$ cat config.mk
export PLATFORM = sky130hd
export DESIGN_NAME = threshold_monitor_8bits_flat
export DESIGN_NICKNAME = d
export VERILOG_FILES = /design/src/rtl/threshold_monitor_8bits_if.sv /design/src/rtl/threshold_monitor_8bits.sv /design/src/flat_wrapper.sv
export SDC_FILE = /design/constraint.sdc
export NUM_CORES = 1
export LEC_CHECK = 0
export CAP_MARGIN = 15
export CORE_MARGIN = 4
export CORE_UTILIZATION = 46
export CTS_CLUSTER_SIZE = 16
export DETAILED_ROUTE_END_ITERATION = 10
export GPL_ROUTABILITY_DRIVEN = 0
export PLACE_DENSITY = 0.77
export SKIP_CTS_REPAIR_TIMING = 1
export SLEW_MARGIN = 10
export SYNTH_ARGS = -nofsm -noshare
export SYNTH_HDL_FRONTEND = slang
export SYNTH_SLANG_ARGS = --single-unit
export TNS_END_PERCENT = 100
$ cat constraint.sdc
create_clock -name clk -period 1.7 [get_ports clk]
set_input_delay 0.51 -clock clk [delete_from_list [all_inputs] [get_ports clk]]
set_output_delay 0.51 -clock clk [all_outputs]
set_load 0.01 [all_outputs]
$ cat src/rtl/threshold_monitor_8bits_if.sv
// ---------------------------------------------------------------------------
// threshold_monitor_8bits_if
// Bundle between the magnitude-comparator stage and the threshold monitor.
//   master : drives the per-sample comparator flags and clear; observes results
//     in_valid  - gt/lt/eq carry a new sample result this cycle
//     gt/lt/eq  - comparator flags (sample vs threshold)
//     clear     - synchronous soft reset of the monitor
//   slave  : the monitor; drives the filtered results
//     above     - debounced level (1 = above threshold)
//     rise/fall - one-cycle transition pulses
//     event_cnt - saturating count of rise events
//     err       - sticky non-one-hot flag indication
// ---------------------------------------------------------------------------
interface threshold_monitor_8bits_if #(
  parameter int CNT_W = 8
);
  logic             in_valid;
  logic             gt;
  logic             lt;
  logic             eq;
  logic             clear;
  logic             above;
  logic             rise;
  logic             fall;
  logic [CNT_W-1:0] event_cnt;
  logic             err;

  modport master (
    output in_valid, gt, lt, eq, clear,
    input  above, rise, fall, event_cnt, err
  );

  modport slave (
    input  in_valid, gt, lt, eq, clear,
    output above, rise, fall, event_cnt, err
  );
endinterface

$ cat src/rtl/threshold_monitor_8bits.sv
// ---------------------------------------------------------------------------
// threshold_monitor_8bits
// Debounced threshold-crossing monitor fed by an 8-bit magnitude comparator.
// A level change needs DEBOUNCE consecutive qualifying accepted samples
// (gt to go HIGH, lt to go LOW); eq or the opposite flag aborts a pending run.
// Idle cycles (in_valid=0) do not break a run. All outputs are registered.
// Ports:
//   clk   - clock, rising edge
//   rst_n - asynchronous active-low reset
//   bus   - threshold_monitor_8bits_if.slave (flags in, level/pulses/count out)
// Parameters:
//   DEBOUNCE - qualifying samples per level change, 1..15
//   CNT_W    - width of event_cnt
// ---------------------------------------------------------------------------
module threshold_monitor_8bits #(
  parameter int DEBOUNCE = 4,
  parameter int CNT_W    = 8
) (
  input  logic                        clk,
  input  logic                        rst_n,
  threshold_monitor_8bits_if.slave    bus
);

  localparam logic [1:0] ST_LOW     = 2'd0;
  localparam logic [1:0] ST_PEND_HI = 2'd1;
  localparam logic [1:0] ST_HIGH    = 2'd2;
  localparam logic [1:0] ST_PEND_LO = 2'd3;

  localparam logic [3:0]       DEB     = 4'(DEBOUNCE);
  localparam logic [CNT_W-1:0] CNT_MAX = {CNT_W{1'b1}};

  logic [1:0]       state_q, state_d;
  logic [3:0]       run_q, run_d;
  logic             above_q, above_d;
  logic             rise_q, rise_d;
  logic             fall_q, fall_d;
  logic             err_q, err_d;
  logic [CNT_W-1:0] cnt_q, cnt_d;

  logic [2:0] flags;
  logic       one_hot;
  logic       accept;
  logic [3:0] run_inc;

  assign flags   = {bus.gt, bus.lt, bus.eq};
  assign one_hot = (flags == 3'b100) || (flags == 3'b010) || (flags == 3'b001);
  assign accept  = bus.in_valid && one_hot;
  assign run_inc = run_q + 4'd1;

  always_comb begin
    state_d = state_q;
    run_d   = run_q;
    rise_d  = 1'b0;
    fall_d  = 1'b0;
    cnt_d   = cnt_q;
    // A valid but malformed flag set only raises err; state is left alone.
    err_d   = err_q || (bus.in_valid && !one_hot);

    if (accept) begin
      case (state_q)
        ST_LOW: begin
          if (bus.gt) begin
            if (DEB == 4'd1) begin
              state_d = ST_HIGH;
              rise_d  = 1'b1;
            end else begin
              state_d = ST_PEND_HI;
              run_d   = 4'd1;
            end
          end
        end
        ST_PEND_HI: begin
          if (bus.gt) begin
            if (run_inc == DEB) begin
              state_d = ST_HIGH;
              run_d   = 4'd0;
              rise_d  = 1'b1;
            end else begin
              run_d = run_inc;
            end
          end else begin
            state_d = ST_LOW;
            run_d   = 4'd0;
          end
        end
        ST_HIGH: begin
          if (bus.lt) begin
            if (DEB == 4'd1) begin
              state_d = ST_LOW;
              fall_d  = 1'b1;
            end else begin
              state_d = ST_PEND_LO;
              run_d   = 4'd1;
            end
          end
        end
        default: begin // ST_PEND_LO
          if (bus.lt) begin
            if (run_inc == DEB) begin
              state_d = ST_LOW;
              run_d   = 4'd0;
              fall_d  = 1'b1;
            end else begin
              run_d = run_inc;
            end
          end else begin
            state_d = ST_HIGH;
            run_d   = 4'd0;
          end
        end
      endcase
    end

    if (rise_d && (cnt_q != CNT_MAX)) begin
      cnt_d = cnt_q + CNT_W'(1);
    end

    // clear wins over any simultaneous sample and cancels pending pulses.
    if (bus.clear) begin
      state_d = ST_LOW;
      run_d   = 4'd0;
      rise_d  = 1'b0;
      fall_d  = 1'b0;
      cnt_d   = '0;
      err_d   = 1'b0;
    end

    above_d = (state_d == ST_HIGH) || (state_d == ST_PEND_LO);
  end

  always_ff @(posedge clk or negedge rst_n) begin
    if (!rst_n) begin
      state_q <= ST_LOW;
      run_q   <= 4'd0;
      above_q <= 1'b0;
      rise_q  <= 1'b0;
      fall_q  <= 1'b0;
      err_q   <= 1'b0;
      cnt_q   <= '0;
    end else begin
      state_q <= state_d;
      run_q   <= run_d;
      above_q <= above_d;
      rise_q  <= rise_d;
      fall_q  <= fall_d;
      err_q   <= err_d;
      cnt_q   <= cnt_d;
    end
  end

  assign bus.above     = above_q;
  assign bus.rise      = rise_q;
  assign bus.fall      = fall_q;
  assign bus.err       = err_q;
  assign bus.event_cnt = cnt_q;

endmodule

$ cat src/flat_wrapper.sv
// flat-port wrapper written by rule: the top's interface ports become plain ports
module threshold_monitor_8bits_flat 
#(
  parameter int DEBOUNCE = 4,
  parameter int CNT_W    = 8
)
  (clk, rst_n, bus_in_valid, bus_gt, bus_lt, bus_eq, bus_clear, bus_above, bus_rise, bus_fall, bus_event_cnt, bus_err);
  threshold_monitor_8bits_if #(.CNT_W(CNT_W)) bus_i ();
  input  logic clk;
  input  logic rst_n;
  input wire logic [$bits(bus_i.in_valid)-1:0] bus_in_valid;
  input wire logic [$bits(bus_i.gt)-1:0] bus_gt;
  input wire logic [$bits(bus_i.lt)-1:0] bus_lt;
  input wire logic [$bits(bus_i.eq)-1:0] bus_eq;
  input wire logic [$bits(bus_i.clear)-1:0] bus_clear;
  output wire logic [$bits(bus_i.above)-1:0] bus_above;
  output wire logic [$bits(bus_i.rise)-1:0] bus_rise;
  output wire logic [$bits(bus_i.fall)-1:0] bus_fall;
  output wire logic [$bits(bus_i.event_cnt)-1:0] bus_event_cnt;
  output wire logic [$bits(bus_i.err)-1:0] bus_err;
  assign bus_i.in_valid = bus_in_valid;
  assign bus_i.gt = bus_gt;
  assign bus_i.lt = bus_lt;
  assign bus_i.eq = bus_eq;
  assign bus_i.clear = bus_clear;
  assign bus_above = bus_i.above;
  assign bus_rise = bus_i.rise;
  assign bus_fall = bus_i.fall;
  assign bus_event_cnt = bus_i.event_cnt;
  assign bus_err = bus_i.err;
  threshold_monitor_8bits #(.DEBOUNCE(DEBOUNCE), .CNT_W(CNT_W)) u_core (.clk(clk), .rst_n(rst_n), .bus(bus_i));
endmodule
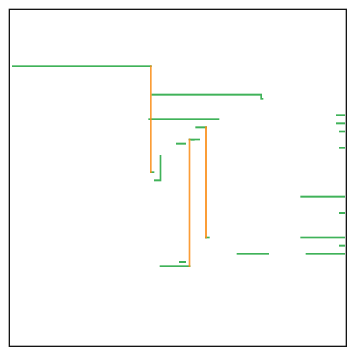
Figure 1: run 1, signal wires by layer.
Scale: 6 px per um. Two of the layers only.
colour	layer	wire length
orange	metal 4	57.1 um
green	metal 3	100 um
via count: 1038
Total Wirelength: 3.155 mm
Total GRT Usage: 16.40%
detailed-route wire length per cell: 17.34 um

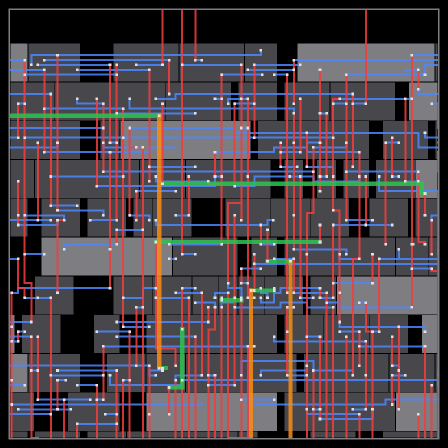
Figure 2: run 1, zoomed window.
Region (13, 24) to (43, 54) um. Cells in grey, sequential cells in the stronger grey; small squares are vias.
colour	layer
orange	metal 4
green	metal 3
red	metal 2
blue	metal 1
cells with their middle in the window	61
netlist names of flops here include	u_core.bus.event_cnt (3)
most frequent	buf_4 (14), xnor2_1 (6), nor4_4 (5)
sequential cells in the window	5

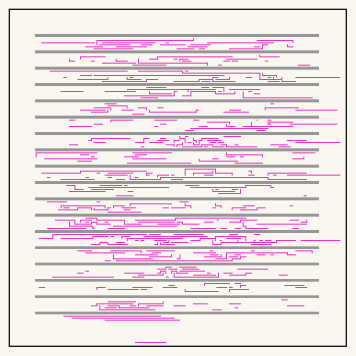
Figure 3: run 1, metal 1.
Scale: 6 px per um. Supply wires on this layer in grey.
nets with wire on the layer	153
main direction	horizontal
share of all routed wire	43%
met1 Resource Use GR: 21.83%

==> results.sh, run 1 <==
# yosys + openroad results
export IMPL_top_usage_layer="met2"
export IMPL_grt_pass1_wl_mm=4.222
export IMPL_hold_start="u_core.bus.err"
export IMPL_worst_slack_ps=-155.0
export IMPL_inverters_excl_clock=2
export IMPL_row_count=17
export IMPL_ff_type="dfrtp_1"
export IMPL_bufAreaShareNonClock_pct=28.50
export IMPL_num_antenna_cells=0
export IMPL_top_power_group="sequential cells"
export IMPL_worstHoldEndpoint="u_core.bus.err"
export IMPL_synthTopCellsByCount="18 x dfrtp_1, 11 x nor2_1, 8 x xnor2_1"
export IMPL_nets=165
export IMPL_highest_layer="met4"
export IMPL_reg2reg_from="u_core.run_q[0]"
export IMPL_use_met3_pct=2.784
export IMPL_slowest_stage="dfrtp_1"
export IMPL_setup_viol=11
export IMPL_simple_gate_area_share_pct=27.22
export IMPL_violations="negative setup slack"
export IMPL_clock_tree_area_fraction_pct=2.021
export IMPL_synth_top_cell_by_count="dfrtp_1"
export IMPL_drv_cap=0
export IMPL_power_density_nw_per_um2=473.0
export IMPL_largest_reg_flops=8
export IMPL_crit_end="u_core.bus.event_cnt[7]"
export IMPL_seqPwrFrac_pct=51.4
export IMPL_cts_path_max_buffers=2
export IMPL_switching_share_pct=26.91
export IMPL_drc_errors=0
export IMPL_ant_nets=0
export IMPL_slowest_delay_ps=430
export IMPL_dpl_cell_count=167
export IMPL_worst_pin_slew_ps=490.3
export IMPL_logic_family="simple AND/OR/NAND/NOR gates"
export IMPL_hold_path_depth=2
export IMPL_coreArea_um2=2191
export IMPL_endpoint_kind="flop"
export IMPL_seq_power_uw=436
export IMPL_area_growth_pct=69.82
export IMPL_openroad_warnings=29
export IMPL_cts_reportedPaths_clkPinSlew_ps=120
export IMPL_floorplan_core_util_pct=48.26
export IMPL_seq_cell_share_pct=25.30
export IMPL_clockRootBuffer="clkbuf_4"
export IMPL_nWellTaps=28
export IMPL_cts_tree="yes"
export IMPL_viasPerCell=5.703
export IMPL_async_flop_share_pct=100.0
export IMPL_logic_area_um2=750.7
export IMPL_seq_area_um2=454.2
export IMPL_p_leak_uw=0.001049
export IMPL_ys_sh_xor_pct=7.456
export IMPL_peakVddDrop_uv=365.6
export IMPL_wl_met1_mm=1.354
export IMPL_status="finished with violations"
export IMPL_powerComb_uw=133
export IMPL_routed_wl_met2_mm=1.643
export IMPL_die_height_um=55.94
export IMPL_total_power_uw=849.3
export IMPL_largestClassByArea="multi-input combinational cells"
export IMPL_drt_iter0_markers=23
export IMPL_hold_viol_final=0
export IMPL_fill_cells=127
export IMPL_placed_area_um2=1485
export IMPL_yosysTopAreaCell="dfrtp_1"
export IMPL_final_max_slew_viol_count=0
export IMPL_power_internal_uw=620.7
export IMPL_cts_sinks=18
export IMPL_clkLatencyLatePin_ps=300
export IMPL_firstDrtPassIters=4
export IMPL_ys_cells=103
export IMPL_crit_arrival_ps=2040
export IMPL_dp_hpwl_mm=1.783
export IMPL_fmax_mhz=539.1
export IMPL_tns_ps=-1113
--- run 2 (diff from run 1) ---
CORE_UTILIZATION = 51   (was 46)
PLACE_DENSITY = 0.81   (was 0.77)
clock period = 2.1 ns   (was 1.7 ns; I/O delays follow)
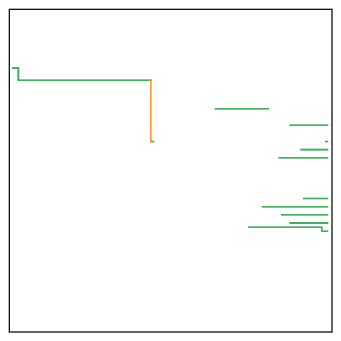
Figure 4: run 2, signal wires by layer.
Scale: 6 px per um. Two of the layers only.
colour	layer	wire length
orange	metal 4	10.2 um
green	metal 3	95.2 um
detailed-route wire length per cell: 13.94 um
via count: 895
Total Wirelength: 2.259 mm
Total GRT Usage: 17.72%

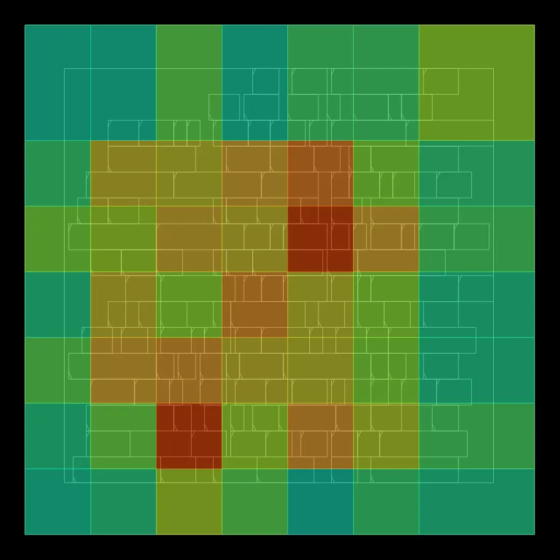
Figure 5: run 2, routing congestion.
GR Util met2: 31.43%
GR peak layer: met2
Final Core Density: 74.68%
met1 Resource Use GR: 21.01%
met3 Usage GRT: 2.770%

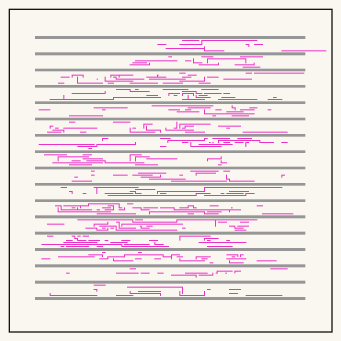
Figure 6: run 2, metal 1.
Scale: 6 px per um. Supply wires on this layer in grey.
longest straight run	14.7 um
main direction	horizontal
nets with wire on the layer	129
share of all routed wire	42%

==> run 2 against run 1 <==
Against the previous run:
- the flow now finishes without violations
- final cell count is 11% lower
- sequential cell count stayed put
- sequential power fell by 19%
- register-to-register slack better by 340 ps
- core utilization shrank 7.3 points
- global-route usage is 1.3 points higher
- cell area fell by 18%
- die size fell by 8.4%
- worst hold slack improved by 14 ps
- worst setup slack better by 300 ps
- clock skew about the same
- total power is 22% lower
- critical path type is now reg -> out
- largest power group unchanged
==> results.sh, run 2 <==
# yosys + openroad results
export IMPL_row_count=16
export IMPL_logic_area_um2=634.4
export IMPL_dpl_cell_count=158
export IMPL_num_antenna_cells=0
export IMPL_largestClassByArea="multi-input combinational cells"
export IMPL_hold_viol_final=0
export IMPL_viasPerCell=5.525
export IMPL_drt_iter0_markers=10
export IMPL_power_density_nw_per_um2=450.8
export IMPL_async_flop_share_pct=100.0
export IMPL_placed_area_um2=1365
export IMPL_peakVddDrop_uv=315.9
export IMPL_ys_sh_xor_pct=7.456
export IMPL_coreArea_um2=1962
export IMPL_logic_family="simple AND/OR/NAND/NOR gates"
export IMPL_dp_hpwl_mm=1.726
export IMPL_seq_cell_share_pct=30.74
export IMPL_final_max_slew_viol_count=0
export IMPL_worstHoldEndpoint="u_core.bus.err"
export IMPL_ant_nets=0
export IMPL_nets=146
export IMPL_wl_met1_um=945
export IMPL_ff_type="dfrtp_1"
export IMPL_clkLatencyLatePin_ps=290
export IMPL_clock_tree_area_fraction_pct=2.477
export IMPL_slowest_delay_ps=570
export IMPL_tns_ps=0
export IMPL_worst_slack_ps=149.9
export IMPL_yosysTopAreaCell="dfrtp_1"
export IMPL_cts_sinks=18
export IMPL_clockRootBuffer="clkbuf_4"
export IMPL_lay_top_count="dfrtp_1"
export IMPL_area_growth_pct=38.58
export IMPL_die_height_um=53.53
export IMPL_cts_reportedPaths_clkPinSlew_ps=100
export IMPL_floorplan_core_util_pct=53.89
export IMPL_synthTopCellsByCount="18 x dfrtp_1, 11 x nor2_1, 8 x xnor2_1"
export IMPL_grt_pass1_wl_mm=3.670
export IMPL_hold_path_depth=2
export IMPL_slowest_stage="clkdlybuf4s50_1"
export IMPL_synth_top_cell_by_count="dfrtp_1"
export IMPL_worst_pin_slew_ps=353.0
export IMPL_total_power_uw=660.4
export IMPL_hold_start="u_core.bus.err"
export IMPL_cts_tree="yes"
export IMPL_seq_power_uw=354
export IMPL_status="completed"
export IMPL_drv_cap=0
export IMPL_fin_crit_sh_pct=92.86
export IMPL_powerComb_uw=92.1
export IMPL_largest_reg_flops=8
export IMPL_p_leak_uw=0.0006245
export IMPL_nWellTaps=27
export IMPL_setup_viol=0
export IMPL_bufAreaShareNonClock_pct=20.67
export IMPL_crit_arrival_ps=1320
export IMPL_highest_layer="met4"
export IMPL_openroad_warnings=27
export IMPL_seqPwrFrac_pct=53.6
export IMPL_routed_wl_met2_mm=1.209
export IMPL_crit_end="bus_event_cnt[3]"
export IMPL_top_power_group="sequential cells"
export IMPL_inverters_excl_clock=2
export IMPL_fmax_mhz=512.8
export IMPL_cts_path_max_buffers=2
export IMPL_fill_cells=154
export IMPL_drc_errors=0
export IMPL_simple_gate_area_share_pct=27.22
export IMPL_die_w_um=53.53
export IMPL_reg2reg_from="u_core.run_q[0]"
export IMPL_endpoint_kind="output pin"
export IMPL_power_internal_uw=498.2
--- run 3 (diff from run 2) ---
CORE_MARGIN = unset   (was 4)
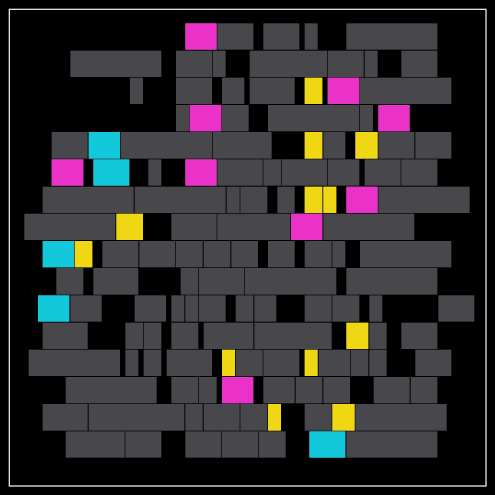
Figure 7: run 3, gate families picked out.
Scale: 10 px per um.
colour	family	cells
cyan	AND-OR and OR-AND gates	5
magenta	XOR/XNOR gates	9
yellow	NAND gates	12
non-filler cells in the finished layout: 161
fraction of standard cell area in multi-input logic: 42.89%

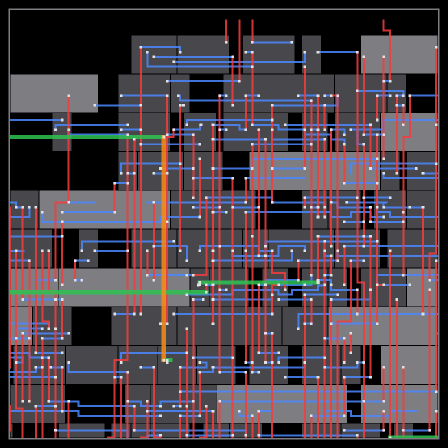
Figure 8: run 3, zoomed window.
Region (9, 18) to (39, 48) um. Cells in grey, sequential cells in the stronger grey; small squares are vias.
colour	layer
blue	metal 1
orange	metal 4
red	metal 2
green	metal 3
netlist names of flops here include	u_core.bus.event_cnt (6)
sequential cells in the window	8
most frequent	dfrtp_1 (8)
cells with their middle in the window	63

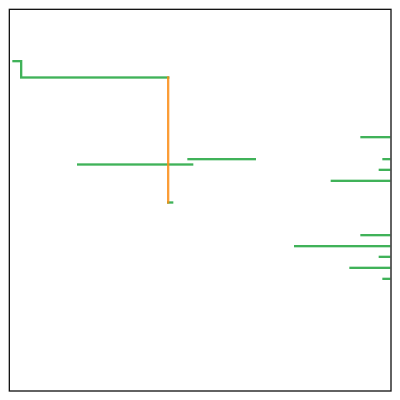
Figure 9: run 3, signal wires by layer.
Scale: 8 px per um. Two of the layers only.
colour	layer	wire length
orange	metal 4	15.6 um
green	metal 3	78.4 um
Total Wirelength: 2.497 mm
Total GRT Usage: 24.67%
detailed-route wire length per cell: 15.51 um
via count: 911

==> run 3 against run 2 <==
Against the previous run:
- maximum frequency down 4.8%
- core utilization decreased by 1.5 points
- worst hold slack worse by 18 ps
- wire length increased by 11%
- critical path depth rose by 6
- final cell count decreased by 0.62%
- cell area decreased by 2.0%
- worst setup slack worse by 99 ps
- non-clock buffer count shrank 1
- area after synthesis unchanged
- count of clock-buffer cells in the layout stayed put
- critical path type is now in -> reg
==> results.sh, run 3 <==
# yosys + openroad results
export IMPL_crit_end="u_core.bus.event_cnt[6]"
export IMPL_drc_errors=0
export IMPL_power_density_nw_per_um2=456.2
export IMPL_slowest_delay_ps=520
export IMPL_fin_crit_sh_pct=97.56
export IMPL_fill_cells=153
export IMPL_floorplan_core_util_pct=53.89
export IMPL_logic_area_um2=615.6
export IMPL_power_internal_uw=496.3
export IMPL_bufAreaShareNonClock_pct=20.23
export IMPL_simple_gate_area_share_pct=27.22
export IMPL_openroad_warnings=28
export IMPL_routed_wl_met2_mm=1.349
export IMPL_yosysTopAreaCell="dfrtp_1"
export IMPL_synth_top_cell_by_count="dfrtp_1"
export IMPL_status="completed"
export IMPL_cts_tree="yes"
export IMPL_die_height_um=47.53
export IMPL_crit_arrival_ps=2240
export IMPL_setup_viol=0
export IMPL_grt_pass1_wl_mm=3.815
export IMPL_wl_met1_mm=1.054
export IMPL_dpl_cell_count=157
export IMPL_row_count=16
export IMPL_top_power_group="sequential cells"
export IMPL_clockRootBuffer="clkbuf_4"
export IMPL_drv_cap=0
export IMPL_met1_usage_pct=29.27
export IMPL_ys_cells=103
export IMPL_seqPwrFrac_pct=54.2
export IMPL_final_core_util_pct=73.15
export IMPL_cts_sinks=18
export IMPL_inverters_excl_clock=2
export IMPL_ys_sh_xor_pct=7.456
export IMPL_hold_path_depth=2
export IMPL_highest_layer="met4"
export IMPL_seq_power_uw=355
export IMPL_clock_tree_area_fraction_pct=2.528
export IMPL_area_growth_pct=35.74
export IMPL_total_power_uw=654.7
export IMPL_worst_slack_ps=51.21
export IMPL_hold_viol_final=0
export IMPL_slowest_stage="clkdlybuf4s50_1"
export IMPL_ff_type="dfrtp_1"
export IMPL_cp_max_fo=5
export IMPL_logic_family="simple AND/OR/NAND/NOR gates"
export IMPL_seq_area_um2=451.7
export IMPL_coreArea_um2=1962
export IMPL_switching_share_pct=24.19
export IMPL_largest_reg_flops=8
export IMPL_num_antenna_cells=0
export IMPL_largestClassByArea="multi-input combinational cells"
export IMPL_lay_top_count="clkdlybuf4s50_1"
export IMPL_placed_area_um2=1358
export IMPL_fmax_mhz=488.1
export IMPL_clkLatencyLatePin_ps=290
export IMPL_cts_path_max_buffers=2
export IMPL_firstDrtPassIters=4
export IMPL_use_met2_pct=44.38
export IMPL_final_max_slew_viol_count=0
export IMPL_die_w_um=47.53
export IMPL_top_usage_layer="met2"
export IMPL_worstHoldEndpoint="u_core.bus.err"
export IMPL_peakVddDrop_uv=373.6
export IMPL_powerComb_uw=84.7
export IMPL_async_flop_share_pct=100.0
export IMPL_use_met3_pct=3.396
export IMPL_reg2reg_from="u_core.run_q[1]"
export IMPL_endpoint_kind="flop"
export IMPL_cts_reportedPaths_clkPinSlew_ps=110
export IMPL_worst_pin_slew_ps=589.1
Power is estimated from default activity; no workload was simulated.
